### src/rtl/requant_sram_writer.sv
// rtl/requant_sram_writer.sv - packs requantized elements into SRAM words and writes them out
// Optional feature macro: SRAM_WRITER_ZERO_PAD_EN (final partial word written with a full lane mask)
module requant_sram_writer #(
  parameter int DATA_WIDTH = 8,
  parameter int SRAM_WIDTH = 64,
  parameter int ADDR_WIDTH = 13,
  parameter int CNT_WIDTH  = 18,
  localparam int LANES     = SRAM_WIDTH / DATA_WIDTH,
  localparam int LANE_W    = (LANES > 1) ? $clog2(LANES) : 1
) (
  input  logic                  clk,
  input  logic                  rst,
  input  logic                  start,
  input  logic [ADDR_WIDTH-1:0] base_addr,
  input  logic [CNT_WIDTH-1:0]  total_count,
  input  logic                  data_valid_i,
  input  logic [DATA_WIDTH-1:0] data_i,
  output logic                  data_ready_o,
  output logic                  sram_we_o,
  output logic [ADDR_WIDTH-1:0] sram_addr_o,
  output logic [SRAM_WIDTH-1:0] sram_wdata_o,
  output logic [LANES-1:0]      sram_wmask_o,
  input  logic                  sram_ready_i,
  output logic                  busy_o,
  output logic                  done_o,
  output logic [CNT_WIDTH-1:0]  elem_cnt_o,
  output logic                  error_o
);

  typedef enum logic [1:0] {S_IDLE, S_RUN, S_DRAIN, S_DONE} state_t;

  state_t                state, state_nxt;
  logic [LANE_W-1:0]     lane_cnt;
  logic [SRAM_WIDTH-1:0] pack_data;
  logic [LANES-1:0]      pack_mask;
  logic                  pack_full;
  logic                  wr_valid;
  logic [ADDR_WIDTH-1:0] wr_addr;
  logic [SRAM_WIDTH-1:0] wr_data;
  logic [LANES-1:0]      wr_mask;
  logic [ADDR_WIDTH-1:0] addr_q;
  logic [CNT_WIDTH-1:0]  total_q;
  logic [CNT_WIDTH-1:0]  elem_cnt;
  logic                  error_q;

  logic                  start_ok, accept, last_elem, word_done, wr_free, wr_fire;
  logic [SRAM_WIDTH-1:0] word_data;
  logic [LANES-1:0]      word_mask;

  assign data_ready_o = (state == S_RUN) && !pack_full;
  assign start_ok     = start && (state == S_IDLE);
  assign accept       = data_valid_i && data_ready_o;
  assign last_elem    = accept && ((elem_cnt + CNT_WIDTH'(1)) == total_q);
  assign word_done    = accept && ((lane_cnt == LANE_W'(LANES - 1)) || last_elem);
  assign wr_fire      = wr_valid && sram_ready_i;
  // the write register can take a new word when empty or when its word leaves this edge
  assign wr_free      = !wr_valid || sram_ready_i;

  assign sram_we_o    = wr_valid;
  assign sram_addr_o  = wr_addr;
  assign sram_wdata_o = wr_data;
  assign sram_wmask_o = wr_mask;
  assign busy_o       = (state == S_RUN) || (state == S_DRAIN);
  assign done_o       = (state == S_DONE);
  assign elem_cnt_o   = elem_cnt;
  assign error_o      = error_q;

  // merge the incoming element into the pack word and build its lane mask
  always_comb begin
    word_data = pack_data;
    word_data[lane_cnt * DATA_WIDTH +: DATA_WIDTH] = data_i;
    word_mask = '0;
`ifdef SRAM_WRITER_ZERO_PAD_EN
    word_mask = '1;
`else
    for (int k = 0; k < LANES; k++) begin
      word_mask[k] = (LANE_W'(k) <= lane_cnt);
    end
`endif
  end

  // state register
  always_ff @(posedge clk) begin
    if (!rst) begin
      state <= S_IDLE;
    end else begin
      state <= state_nxt;
    end
  end

  // next-state logic
  always_comb begin
    state_nxt = state;
    case (state)
      S_IDLE:  if (start) state_nxt = (total_count == '0) ? S_DONE : S_RUN;
      S_RUN:   if (last_elem) state_nxt = S_DRAIN;
      S_DRAIN: if (!wr_valid && !pack_full) state_nxt = S_DONE;
      S_DONE:  state_nxt = S_IDLE;
      default: state_nxt = S_IDLE;
    endcase
  end

  // pack register, write register, address and element counters
  always_ff @(posedge clk) begin
    if (!rst) begin
      lane_cnt  <= '0;
      pack_data <= '0;
      pack_mask <= '0;
      pack_full <= 1'b0;
      wr_valid  <= 1'b0;
      wr_addr   <= '0;
      wr_data   <= '0;
      wr_mask   <= '0;
      addr_q    <= '0;
      total_q   <= '0;
      elem_cnt  <= '0;
    end else begin
      if (start_ok) begin
        addr_q    <= base_addr;
        total_q   <= total_count;
        elem_cnt  <= '0;
        lane_cnt  <= '0;
        pack_data <= '0;
        pack_full <= 1'b0;
      end
      if (accept) begin
        elem_cnt <= (elem_cnt == total_q) ? elem_cnt : elem_cnt + CNT_WIDTH'(1);
        lane_cnt <= word_done ? '0 : lane_cnt + LANE_W'(1);
        // a finished word either leaves now (pack cleared) or parks here until the writer frees up
        pack_data <= (word_done && wr_free) ? '0 : word_data;
        if (word_done && !wr_free) begin
          pack_full <= 1'b1;
          pack_mask <= word_mask;
        end
      end
      if (word_done && wr_free) begin
        wr_valid <= 1'b1;
        wr_addr  <= addr_q;
        wr_data  <= word_data;
        wr_mask  <= word_mask;
        addr_q   <= addr_q + ADDR_WIDTH'(1);
      end else if (pack_full && wr_free) begin
        wr_valid  <= 1'b1;
        wr_addr   <= addr_q;
        wr_data   <= pack_data;
        wr_mask   <= pack_mask;
        addr_q    <= addr_q + ADDR_WIDTH'(1);
        pack_full <= 1'b0;
        pack_data <= '0;
      end else if (wr_fire) begin
        wr_valid <= 1'b0;
      end
    end
  end

  // sticky protocol error: stray data outside RUN or start while busy
  always_ff @(posedge clk) begin
    if (!rst) begin
      error_q <= 1'b0;
    end else if ((start && busy_o) || (data_valid_i && (state != S_RUN))) begin
      error_q <= 1'b1;
    end else if (start_ok) begin
      error_q <= 1'b0;
    end
  end

endmodule

### config.mk
export PLATFORM = sky130hd
export DESIGN_NAME = requant_sram_writer
export DESIGN_NICKNAME = d
export VERILOG_FILES = /design/src/rtl/requant_sram_writer.sv
export SDC_FILE = /design/constraint.sdc
export NUM_CORES = 1
export LEC_CHECK = 0
export CORE_ASPECT_RATIO = 0.8
export CORE_UTILIZATION = 43
export DETAILED_ROUTE_END_ITERATION = 8
export GPL_TIMING_DRIVEN = 0
export HOLD_SLACK_MARGIN = 0.15
export PLACE_DENSITY = 0.66
export SYNTH_ARGS = -nofsm -noshare
export SYNTH_HDL_FRONTEND = slang
export SYNTH_SLANG_ARGS = --single-unit
### constraint.sdc
create_clock -name clk -period 8.1 [get_ports clk]
set_input_delay 2.025 -clock clk [delete_from_list [all_inputs] [get_ports clk]]
set_output_delay 2.025 -clock clk [all_outputs]
set_load 0.05 [all_outputs]
**Run 1: routed clock nets over the placement**

Drawn at 2 px/um.
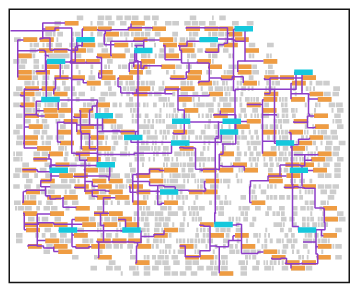
Key: orange = flip-flops [count 214]; purple = clock wires [length 2720 um]; cyan = clock-net drivers [count 22]
Position of the flops: widely spread. There are 23 routed clock nets.
Clk. pwr: 1.12 mW
Final Skew: 0.0181 ns
insertion delay to the later sink of the worst-skew pair: 0.52 ns
clock share of power: 39.2%

**Run 1: M3 wires**

Drawn at 1.5 px/um.
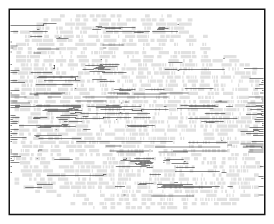
The layer holds 8.0% of the routed length. The longest straight run is 63.9 um. The wires run mostly horizontal. 188 nets have wire on it. The layer carries 2520 um of wire.
total length of routed wires: 31.8 mm
global routing met3 resource utilization: 3.90%
number of vias after detailed routing: 9374

**Run 1: register map, names as in the netlist**

Drawn at 1.5 px/um.
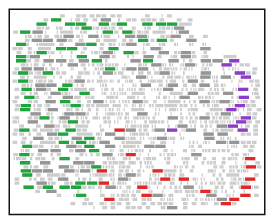
Key: red = elem_cnt_o [placed flops 18]; green = sram_wdata_o [placed flops 64]; purple = sram_addr_o [placed flops 13, where east]
Layout Utilization: 56.4%
register area: 0.00428 mm^2
sequential share of cell area: 35.0%
Sequential Power: 1.14 mW

==> impl_metrics.py, run 1 <==
# Physical implementation metrics
metrics = {
    "finish": {
        "combGateArea_mm2": 0.00490,
        "synthToLayoutAreaGrowth_pct": 27.3,
        "proportion_of_cell_area_occupied_by_multi_input_gates_pct": 40.0,
        "clockBufferCount": 31,
    },
    "floorplan": {
        "fp-utilization_pct": 44.3,
        "ioPinCount": 152,
    },
    "synthesis": {
        "edff_count_synth": 0,
        "yosysCellCount": 1093,
        "fraction_of_the_mapped_netlist_area_in_adder_cells_pct": 1.69,
        "ys_sh_mux_pct": 0.741,
        "synth_flop_count": 214,
        "synth-warning-count": 0,
        "synth_nets": 1150,
    },
    "setup_path": {
        "timing.critical_path.cells": "clkdlybuf4s50_1 > and3b_1 > nand2_1 > a2111oi_2 > o2111ai_1 > or4_4 > buf_6 > buf_2 > o21ai_1 > nand2_1 > a21oi_1",
        "crit_start": "data_valid_i",
        "critical-path-top-cell-by-count": "nand2_1",
    },
    "route": {
        "route.detailed.drc": 0,
        "drt-vias-per-instance": 5.94,
        "dr.first_iter.drc_count": 834,
        "drt-met1-wl_mm": 15.3,
    },
    "timing": {
        "fin_worst_hold_slack_ns": 0.446,
        "max_clock_freq_mhz": 201,
        "period_needed_ns": 4.98,
        "finalSetupViolations": 0,
    },
    "clock_tree": {
        "postCtsHoldBufs": 0,
        "clk_transition_reported_paths_ns": 0.07,
    },
    "run_status": {
        "run_status": "finished clean",
    },
    "global_route": {
        "grt_overall_usage_pct": 26.9,
        "grt_antenna_before_repair": 0,
        "grt_overflow": 0,
    },
    "place": {
        "preCtsSetupSlack_ns": 2.70,
    },
    "power": {
        "leakage_nw": 4.17,
    },
}
## run 1: synthesized netlist by cell type (3+ instances only)
cell type,instances
and4_1,5
a221o_1,16
a211oi_1,12
a41oi_1,4
o21ai_0,32
o21ai_1,3
o32a_1,3
a31oi_1,4
or3_1,9
xnor2_1,15
ha_1,13
o22ai_1,4
and2_1,23
inv_1,16
nor4_1,12
nand3_1,20
a21oi_1,117
a32oi_1,50
a22o_1,32
o311ai_2,4
and3_1,28
or4_1,5
a22oi_1,14
dfxtp_1,214
a32o_1,32
xor2_1,9
a2bb2oi_1,3
nor2b_1,10
buf_6,8
nor3b_1,5
nand4_1,9
nand2b_1,5
buf_2,12
clkbuf_1,54
o211ai_1,3
nand2_1,153
o21a_1,4
o31ai_1,10
nor2_1,61
mux2i_1,6
buf_1,12
nor3_1,17
==> run 2, diff against run 1 <==
- clock period: 8.1 -> 4.59 ns (I/O delays scaled with it)
**Run 2: register map, names as in the netlist**

Drawn at 1.5 px/um.
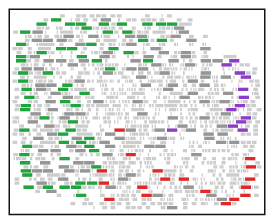
Key: green = sram_wdata_o [placed flops 64]; red = elem_cnt_o [placed flops 18]; purple = sram_addr_o [placed flops 13, where east]
Sequential Power: 2.02 mW

==> impl_metrics.py, run 2 <==
# Physical implementation metrics
metrics = {
    "run_status": {
        "run_status": "finished clean",
    },
    "synthesis": {
        "synth-warning-count": 0,
        "synth_nets": 1150,
        "synth_flop_count": 214,
        "yosysCellCount": 1093,
        "synth_top_cell_by_count": "dfxtp_1",
        "ys_sh_mux_pct": 0.741,
        "yosys_area_mm2": 0.00963,
        "ys_top_cells_by_count": "214 x dfxtp_1, 153 x nand2_1, 117 x a21oi_1",
    },
    "floorplan": {
        "fp-utilization_pct": 44.3,
        "ioPinCount": 152,
    },
    "clock_tree": {
        "clk_transition_reported_paths_ns": 0.07,
        "postCtsHoldBufs": 0,
        "clock_insertion_delay_worst_skew_ns": 0.52,
    },
    "setup_path": {
        "arrival_worst_endpoint_ns": 4.55,
        "timing.critical_path.cells": "ha_1 > nand3_2 > clkbuf_1 > o21ai_0 > a2111oi_2 > o2111ai_1 > or4_4 > buf_6 > buf_2 > o21ai_1 > nand2_1 > a21oi_1",
        "crit_start": "elem_cnt_o[0]",
    },
    "finish": {
        "proportion_of_cell_area_occupied_by_multi_input_gates_pct": 40.0,
        "synthToLayoutAreaGrowth_pct": 27.3,
        "clockBufferCount": 31,
        "fin_util_pct": 56.4,
        "flop_area_mm2": 0.00428,
    },
    "power": {
        "leakage_nw": 4.17,
        "clk-power_mw": 1.99,
        "pwr-share-clk_pct": 39.2,
    },
    "timing": {
        "fin_worst_hold_slack_ns": 0.446,
        "finalSetupTns_ns": 0,
        "finalSetupViolations": 0,
        "period_needed_ns": 4.11,
        "clock-skew-final_ns": 0.0181,
    },
    "route": {
        "drt-vias-per-instance": 5.94,
        "routed_wirelength_mm": 31.8,
        "drt-met1-wl_mm": 15.3,
    },
    "global_route": {
        "grt_util_met3_pct": 3.90,
        "grt_overall_usage_pct": 26.9,
        "grt_overflow": 0,
        "grt_antenna_before_repair": 0,
    },
}
[run 2: cell counts after synthesis]
No cell type changed its count.
[run 2: logic make-up after synthesis]
group | Yosys count
xor gates and xnor gates | 24
buffers and inverters | 102
DFF | 214
AOI/OAI and AO/OA | 362
adders and majority gates | 13
muxes | 7
and+or+nand+nor | 371
[run 2: per-stage QoR]
| step | setup slack [ns] | instances | cell area, um^2 |
|---|---|---|---|
| final | 0.478 | 1577 | 12300 |
| after CTS | 0.530 | 1576 | 12200 |
| after floorplan | 0.960 | 1093 | 9630 |
| after detailed placement | 0.0687 | 1536 | 11400 |
| after global placement | 0.0734 | 1536 | 11400 |
| after global routing | 0.260 | 1577 | 12300 |
Power is estimated from default activity; no workload was simulated.
